--- src/rtl/beam_delay_ctrl_if.sv ---
// Config handshake plus delay-select/status bundle between the beamformer control
// plane and beam_delay_ctrl.
interface beam_delay_ctrl_if #(
   parameter int NCH = 4,
   parameter int DW  = 2,
   parameter int CHW = 2
);
   logic                cfg_valid;
   logic                cfg_ready;
   logic [CHW-1:0]      cfg_ch;
   logic [DW-1:0]       cfg_delay;
   logic                cfg_last;
   logic                frame_start;
   logic [NCH*DW-1:0]   dly_sel;
   logic                dly_update;
   logic                out_valid;
   logic                busy;
   logic                cfg_err;

   modport master (
      output cfg_valid, cfg_ch, cfg_delay, cfg_last, frame_start,
      input  cfg_ready, dly_sel, dly_update, out_valid, busy, cfg_err
   );

   modport slave (
      input  cfg_valid, cfg_ch, cfg_delay, cfg_last, frame_start,
      output cfg_ready, dly_sel, dly_update, out_valid, busy, cfg_err
   );
endinterface

--- src/rtl/beam_delay_ctrl.sv ---
// Steering-delay controller: shadow table loaded over valid/ready, committed on the next
// frame strobe once armed (1-cycle latency); cfg_ready is low while armed or flushing.
module beam_delay_ctrl #(
   parameter int NCH   = 4,
   parameter int DW    = 2,
   parameter int CHW   = 2,
   parameter int FLUSH = 3
) (
   input  logic             clk,
   input  logic             rst,
   beam_delay_ctrl_if.slave bus
);
   localparam int CW = $clog2(FLUSH + 1);
   localparam logic [CHW:0] NCH_EXT = (CHW+1)'(NCH);

   typedef enum logic [1:0] {ST_RUN, ST_ARMED, ST_FLUSH} state_t;

   state_t              state, state_nxt;
   logic [CW-1:0]       cnt, cnt_nxt;
   logic                accept, commit, bad_ch;
   logic [NCH*DW-1:0]   shadow, active;
   logic                dly_update, out_valid, cfg_err;

   assign bad_ch = {1'b0, bus.cfg_ch} >= NCH_EXT;

   always_ff @(posedge clk or posedge rst) begin
      if (rst) begin
         state <= ST_FLUSH;
         cnt   <= CW'(FLUSH);
      end else begin
         state <= state_nxt;
         cnt   <= cnt_nxt;
      end
   end

   always_comb begin
      state_nxt = state;
      cnt_nxt   = cnt;
      accept    = 1'b0;
      commit    = 1'b0;
      case (state)
         ST_RUN: begin
            // frame_start is deliberately ignored here, even alongside the last beat
            accept = bus.cfg_valid;
            if (accept && bus.cfg_last)
               state_nxt = ST_ARMED;
         end
         ST_ARMED: begin
            if (bus.frame_start) begin
               commit    = 1'b1;
               cnt_nxt   = CW'(FLUSH);
               state_nxt = ST_FLUSH;
            end
         end
         ST_FLUSH: begin
            cnt_nxt = cnt - CW'(1);
            if (cnt == CW'(1))
               state_nxt = ST_RUN;
         end
         default: begin
            cnt_nxt   = CW'(FLUSH);
            state_nxt = ST_FLUSH;
         end
      endcase
   end

   always_ff @(posedge clk or posedge rst) begin
      if (rst) begin
         shadow     <= '0;
         active     <= '0;
         dly_update <= 1'b0;
         out_valid  <= 1'b0;
         cfg_err    <= 1'b0;
      end else begin
         for (int k = 0; k < NCH; k++) begin
            if (accept && ({1'b0, bus.cfg_ch} == (CHW+1)'(k)))
               shadow[k*DW +: DW] <= bus.cfg_delay;
         end
         if (accept && bad_ch)
            cfg_err <= 1'b1;
         if (commit)
            active <= shadow;
         dly_update <= commit;
         out_valid  <= (state_nxt != ST_FLUSH);
      end
   end

   assign bus.cfg_ready  = (state == ST_RUN);
   assign bus.busy       = (state != ST_RUN);
   assign bus.dly_sel    = active;
   assign bus.dly_update = dly_update;
   assign bus.out_valid  = out_valid;
   assign bus.cfg_err    = cfg_err;
endmodule

--- src/flat_wrapper.sv ---
// flat-port wrapper written by rule: the top's interface ports become plain ports
module beam_delay_ctrl_flat 
#(
   parameter int NCH   = 4,
   parameter int DW    = 2,
   parameter int CHW   = 2,
   parameter int FLUSH = 3
)
  (clk, rst, bus_cfg_valid, bus_cfg_ch, bus_cfg_delay, bus_cfg_last, bus_frame_start, bus_cfg_ready, bus_dly_sel, bus_dly_update, bus_out_valid, bus_busy, bus_cfg_err);
  beam_delay_ctrl_if #(.NCH(NCH), .DW(DW), .CHW(CHW)) bus_i ();
  input  logic clk;
  input  logic rst;
  input wire logic [$bits(bus_i.cfg_valid)-1:0] bus_cfg_valid;
  input wire logic [$bits(bus_i.cfg_ch)-1:0] bus_cfg_ch;
  input wire logic [$bits(bus_i.cfg_delay)-1:0] bus_cfg_delay;
  input wire logic [$bits(bus_i.cfg_last)-1:0] bus_cfg_last;
  input wire logic [$bits(bus_i.frame_start)-1:0] bus_frame_start;
  output wire logic [$bits(bus_i.cfg_ready)-1:0] bus_cfg_ready;
  output wire logic [$bits(bus_i.dly_sel)-1:0] bus_dly_sel;
  output wire logic [$bits(bus_i.dly_update)-1:0] bus_dly_update;
  output wire logic [$bits(bus_i.out_valid)-1:0] bus_out_valid;
  output wire logic [$bits(bus_i.busy)-1:0] bus_busy;
  output wire logic [$bits(bus_i.cfg_err)-1:0] bus_cfg_err;
  assign bus_i.cfg_valid = bus_cfg_valid;
  assign bus_i.cfg_ch = bus_cfg_ch;
  assign bus_i.cfg_delay = bus_cfg_delay;
  assign bus_i.cfg_last = bus_cfg_last;
  assign bus_i.frame_start = bus_frame_start;
  assign bus_cfg_ready = bus_i.cfg_ready;
  assign bus_dly_sel = bus_i.dly_sel;
  assign bus_dly_update = bus_i.dly_update;
  assign bus_out_valid = bus_i.out_valid;
  assign bus_busy = bus_i.busy;
  assign bus_cfg_err = bus_i.cfg_err;
  beam_delay_ctrl #(.NCH(NCH), .DW(DW), .CHW(CHW), .FLUSH(FLUSH)) u_core (.clk(clk), .rst(rst), .bus(bus_i));
endmodule
--- config.mk ---
export PLATFORM = sky130hd
export DESIGN_NAME = beam_delay_ctrl_flat
export DESIGN_NICKNAME = d
export VERILOG_FILES = /design/src/rtl/beam_delay_ctrl_if.sv /design/src/rtl/beam_delay_ctrl.sv /design/src/flat_wrapper.sv
export SDC_FILE = /design/constraint.sdc
export NUM_CORES = 1
export LEC_CHECK = 0
export ABC_AREA = 0
export CAP_MARGIN = 10
export CORE_MARGIN = 1.5
export CORE_UTILIZATION = 51
export DETAILED_ROUTE_END_ITERATION = 12
export PLACE_DENSITY = 0.82
export SLEW_MARGIN = 5
export SYNTH_ARGS = -nofsm -noshare
export SYNTH_HDL_FRONTEND = slang
export SYNTH_SLANG_ARGS = --single-unit
--- constraint.sdc ---
create_clock -name clk -period 2.2 [get_ports clk]
set_clock_uncertainty 0.05 [all_clocks]
set_input_delay 0.33 -clock clk [delete_from_list [all_inputs] [get_ports clk]]
set_output_delay 0.33 -clock clk [all_outputs]
set_load 0.02 [all_outputs]
Figure 1. The clock network (run 1).
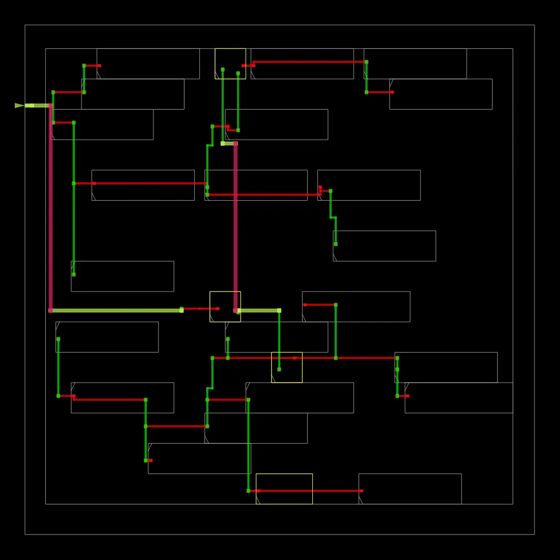
flip-flops: 22
clock buffer count: 4
clock latency at the later pin of the worst-skew pair: 0.30 ns
clock network power: 215 uW

Figure 2. Routed metal per tile (run 1).
Scale bar: 10 um. The die is cut into 9 by 9 equal tiles; dark blue is low, red is high, scaled to the fullest tile. Values are wire area over tile area, all layers added.
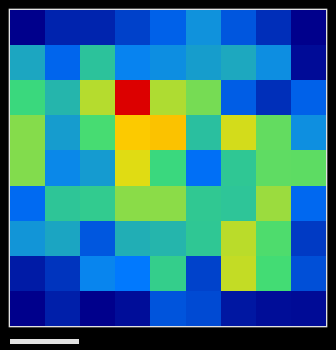
fullest tile: 0.31
densest ninth of the die: center
mean over tiles: 0.11

Figure 3. Metal 1 (run 1).
Scale bar: 10 um.
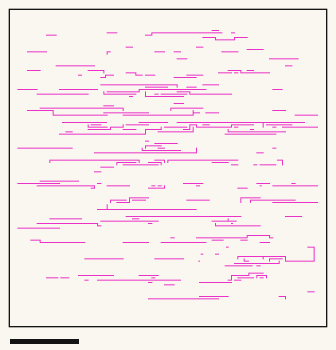
nets with wire on the layer: 88
share of all routed wire: 48%

==> out/notes.md, run 1 <==
The global-route met3 utilization was 3.57%; the global-route congestion overflow total was 0. The first element of the critical path was u_core.state[1]. The number of tap cells inserted was 25. The power consumed by combinational cells came out at 695 uW. Ranking logic cells in the layout by count gives the top entries 20 x sky130_fd_sc_hd__clkdlybuf4s50_1, 19 x sky130_fd_sc_hd__dfrtp_1, 10 x sky130_fd_sc_hd__mux2_2, 7 x sky130_fd_sc_hd__inv_1, 6 x sky130_fd_sc_hd__mux2_4. Per the final timing report, the hold violations number 0. The total area inside the core boundary comes to 0.00171 mm^2. In the detailed route, the total length drawn on met3 is 47 um. Summed over all nets, the switching power comes to 522 uW. Summing the areas of all and, or, nand and nor instances in the mapped netlist gives 8.64% of the synthesized area. After detailed placement, the design holds a cell count of 108. Post-cts resize count: 0. For this design, the slowest cell found on the critical path is sky130_fd_sc_hd__dfstp_2. The fraction of cell area in sequential cells is reported as 46.4%. For the area used by multi-input combinational logic, the log shows 335 um^2. Cells fill 70.0% of the core in the end. With the number of antenna violations at the first check in global routing at 0, the worst slack after detailed placement is 0.498 ns. Routing resource usage on met1 recorded by global route was 21.5%. The number of synthesized flops with an enable pin was 0. The tools report the signal arrival time at the worst endpoint as 1.62 ns. The flow ran to the end, and the final reports show no timing, DRC or antenna violations. In this run the VDD rail shows a maximum IR drop of 0.746 mV. For the number of buffers inserted to repair setup after CTS, the log shows 0. The biggest cell category by area in the final layout is flip-flops and latches. Counting every net in the synthesized netlist gives 73. The adder and majority gate portion of the synthesized area was 1.35%.

The top layer used by detailed routing was met4. 32 cells are multi-input combinational gates. The AND-OR/OR-AND share of the synthesized area came out at 3.91%. In the power breakdown, the internal column shows 1100 uW. The number of hold buffers added after CTS was 0. The run gives 51.3% for the proportion of netlist area held by the largest area contributor. Per the timing report, the most critical flop-to-flop path finishes at u_core.shadow[0]. Dividing the synthesized area by the synthesized cell count gives 14.7 um^2. The layer with the highest usage after global routing was met2. The power report attributes to the combinational group a share of 42.7%. For flop-to-flop paths, the worst setup slack is 0.81 ns. The cell chosen for the clock root was sky130_fd_sc_hd__clkbuf_4. For this run, the final setup violation count is recorded as 0. For the final hold slack, the log shows 0.286 ns.

The area fraction in mux cells is 21.9%. Counting both buffers and inverters, the worst setup path holds a total of 2. The antenna violation net count after detailed routing was 0; the worst-path maximum fanout was 6. According to the floorplan log, the row count is 15. The count of vias placed by the detailed router is 546.

The fmax came out at 501 MHz. The logs give 54.3% for the effective utilization at floorplan and 3 for the number of buffers added by the clock tree synthesis step. Per Yosys stat, the portion of area used by sequential elements is 59.8%. Measured in cells, the most critical reg-to-reg path has a length of 3.

Of the total power, the clock network draws 13.2%. The chip occupies 0.00208 mm^2. Summing all placed instances gives a cell area of 0.00116 mm^2.

Of all flip-flops after synthesis, the portion carrying an async set or reset was 100%. The synthesized instance count is 63. The synthesized design contains 22 register bits. Ranked by power, first place goes to sequential cells.

The layout has 21 buffers outside the clock class.
--- run 2 (diff from run 1) ---
ABC_AREA = unset   (was 0)
Figure 4. Pin placement (run 2).
Scale bar: 10 um. Pins as bars across the die edge, other pins in gray.
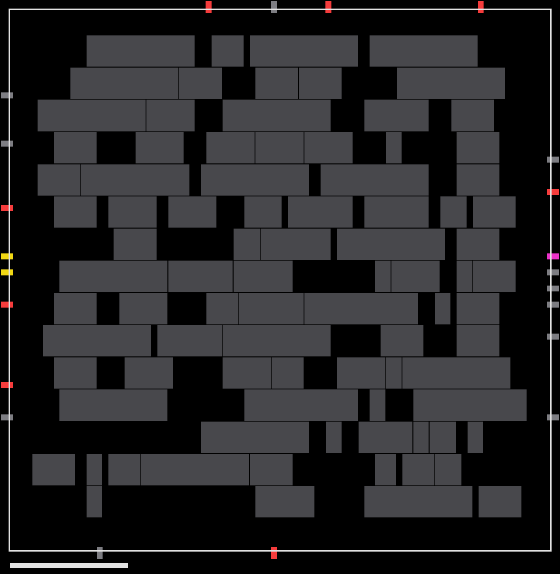
[bus_cfg_valid] magenta | pins: 1 | direction: input | edge: east
[bus_dly_sel] red | pins: 8 | direction: output | edge: 3 west, 3 north, 1 east, 1 south
[bus_cfg_ch] yellow | pins: 2 | direction: input | edge: west
all pins by edge: 8 east, 8 west, 4 north, 2 south

==> run 2 against run 1 <==
Clock power barely moved. Routed wire length did not move. Die size unchanged. Global-route usage is the same. Final area unchanged. Sequential share of layout area stayed put. Combinational power is essentially flat. Worst hold slack did not move. Power unchanged. Maximum frequency unchanged. Largest cell class unchanged.
==> out/notes.md, run 2 <==
Share of the core filled with cells in the final layout: 70.0% (unchanged). The share of synthesized cell area in and, or, nand and nor gates was 8.64% (unchanged); the area used by multi-input combinational logic was 335 um^2 (unchanged). The tools report the number of tap cells inserted as 25 (unchanged). The run gives 0 (unchanged) for the number of antenna violations at the first check in global routing.

The number of cell rows is 15 (unchanged), and the met1 routing resource usage after global routing is 21.5% (unchanged). For the worst slack after detailed placement, the log shows 0.498 ns (unchanged). The number of buffer and inverter instances along the worst setup path is 2 (unchanged), and the fmax is 501 MHz (unchanged). After global routing, the most crowded layer is met2. The share of synthesized registers carrying an async set or reset came out at 100% (unchanged). The portion of total power attributed to combinational logic is 42.7% (about the same), and the share of the yosys chip area belonging to registers is 59.8% (unchanged). For the worst ir drop on vdd, the log shows 0.746 mV (unchanged). The part of the total power dissipated in the clock network came out at 13.2% (about the same). The worst-path maximum fanout is 6 (unchanged), and the signal arrival time at the worst endpoint is 1.62 ns (about the same). The run gives 695 uW (about the same) as the power consumed by combinational cells. The flow ran to the end, and the final reports show no timing, DRC or antenna violations.

The number of synthesized register bits was 22 (unchanged). The post-cts resize count came out at 0 (unchanged). The mean instance size in the synthesized netlist was 14.7 um^2 (unchanged); the clock distribution power was 215 uW (about the same).

The final tally of hold violations is 0 (unchanged). The tools report the placed instance count as 108 (unchanged). The top layer used by detailed routing is met4.

The flop share of the area was 46.4% (unchanged). For the cell count after synthesis, the log shows 63 (unchanged). The number of buffers inserted to repair setup after CTS came out at 0 (unchanged). With the count of vias placed by the detailed router at 546 (unchanged), the insertion delay to the later sink of the worst-skew pair is 0.30 ns (about the same).

The endpoint identified for the worst register-to-register timing path is u_core.shadow[0]. The antenna violation net count after detailed routing was 0 (unchanged). For the power dissipated by switching net loads, the log shows 522 uW (unchanged). The total number of sequential cells came out at 22 (unchanged). The post-place instance area came out at 0.00116 mm^2 (unchanged). The area fraction in mux cells was 21.9% (unchanged).

In this run the clock root is driven by a sky130_fd_sc_hd__clkbuf_4. The leading power group was sequential cells. With the depth of the most critical reg-to-reg path at 3 (unchanged), the reg2reg setup slack is 0.81 ns (about the same).
Figure 5. The clock network (run 2).
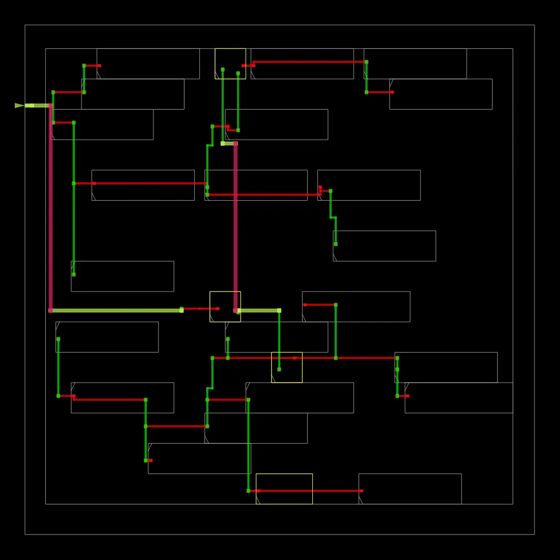
clk sinks: 22
number of buffers inserted during clock tree synthesis: 3

Figure 6. Sequential cells grouped by signal name (run 2).
Scale bar: 10 um. Other sequential cells in the stronger gray, the rest of the logic in the fainter gray.
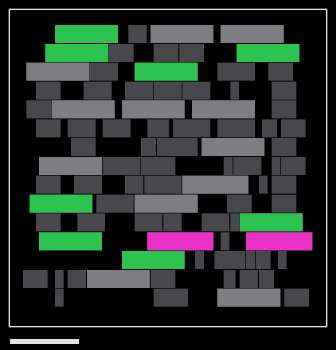

--- run 3 (diff from run 2) ---
CORE_MARGIN = unset   (was 1.5)
Figure 7. Sequential cells grouped by signal name (run 3).
Scale bar: 10 um. Other sequential cells in the stronger gray, the rest of the logic in the fainter gray.
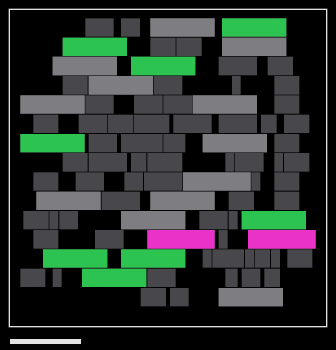
[u_core.cnt] magenta | placed flops: 2
[u_core.bus.dly_sel] green | placed flops: 8 | where: spread over the die

Figure 8. Pin placement (run 3).
Scale bar: 10 um. Pins as bars across the die edge, other pins in gray.
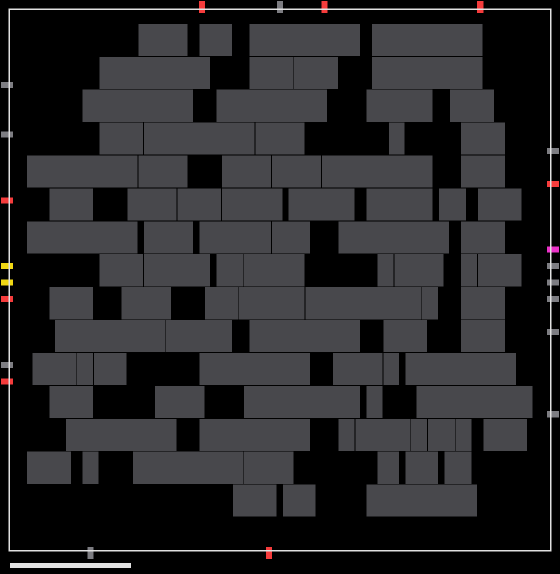
[bus_cfg_valid] magenta | pins: 1 | direction: input | edge: east
[bus_dly_sel] red | pins: 8 | direction: output | edge: 3 west, 3 north, 1 east, 1 south
[bus_cfg_ch] yellow | pins: 2 | direction: input | edge: west
all pins by edge: 8 east, 8 west, 4 north, 2 south

==> run 3 against run 2 <==
Sequential share of layout area did not move. Core utilization did not move. Die size fell by 4.3%. Largest cell class unchanged. Register-to-register slack barely moved. Count of clock-buffer cells in the layout did not move. First-iteration DRC count rose to 8.0 times the previous value. Flip-flop count did not move. Power rose by 0.65%.
==> out/notes.md, run 3 <==
The run finished with clean final reports. The run gives 0.666 mV (-11%) for the worst ir drop on vdd. The top layer used by detailed routing was met4.

The placed instance count came out at 108 (unchanged). The run gives 696 uW (about the same) for the power consumed by combinational cells. The sink count of the clock tree was 22 (unchanged); the mean instance size in the synthesized netlist was 14.7 um^2 (unchanged). The total number of sequential cells was 22 (unchanged); the share of synthesized cell area in and, or, nand and nor gates was 8.64% (unchanged). The fmax was 500 MHz (-0.22%). With the final tally of hold violations at 0 (unchanged), the number of antenna violations at the first check in global routing is 0 (unchanged). For the number of cell rows, the log shows 15 (unchanged).

Leading power group: sequential cells. The depth of the most critical reg-to-reg path was 3 (unchanged); the share of the core filled with cells in the final layout was 70.0% (unchanged). The logs give 3 (unchanged) for the number of buffers added by the clock tree synthesis step and 335 um^2 (unchanged) for the area used by multi-input combinational logic. The part of the total power dissipated in the clock network is 13.4% (+0.2 points).

The logs give 219 uW (+2%) for the clock distribution power and 25 (unchanged) for the number of tap cells inserted. The worst slack after detailed placement was 0.485 ns (-0.0126 ns). The antenna violation net count after detailed routing was 0 (unchanged). With the share of synthesized registers carrying an async set or reset at 100% (unchanged), the count of vias placed by the detailed router is 558 (+2.2%). The worst-path maximum fanout was 6 (unchanged); the post-place instance area was 0.00116 mm^2 (unchanged). The tools report the insertion delay to the later sink of the worst-skew pair as 0.30 ns (about the same). The number of buffer and inverter instances along the worst setup path is 2 (unchanged). In this run the most used layer during global routing was met2. The flop share of the area is 46.4% (unchanged), and the number of synthesized register bits is 22 (unchanged). The run gives 63 (unchanged) as the cell count after synthesis.

The cell chosen for the clock root is sky130_fd_sc_hd__clkbuf_4. The tools report the share of the yosys chip area belonging to registers as 59.8% (unchanged). With the number of buffers inserted to repair setup after CTS at 0 (unchanged), the area fraction in mux cells is 21.9% (unchanged). Endpoint of the lowest-slack register-to-register path: u_core.shadow[0].
No activity file was given, so power comes from the tool's default toggle rates.
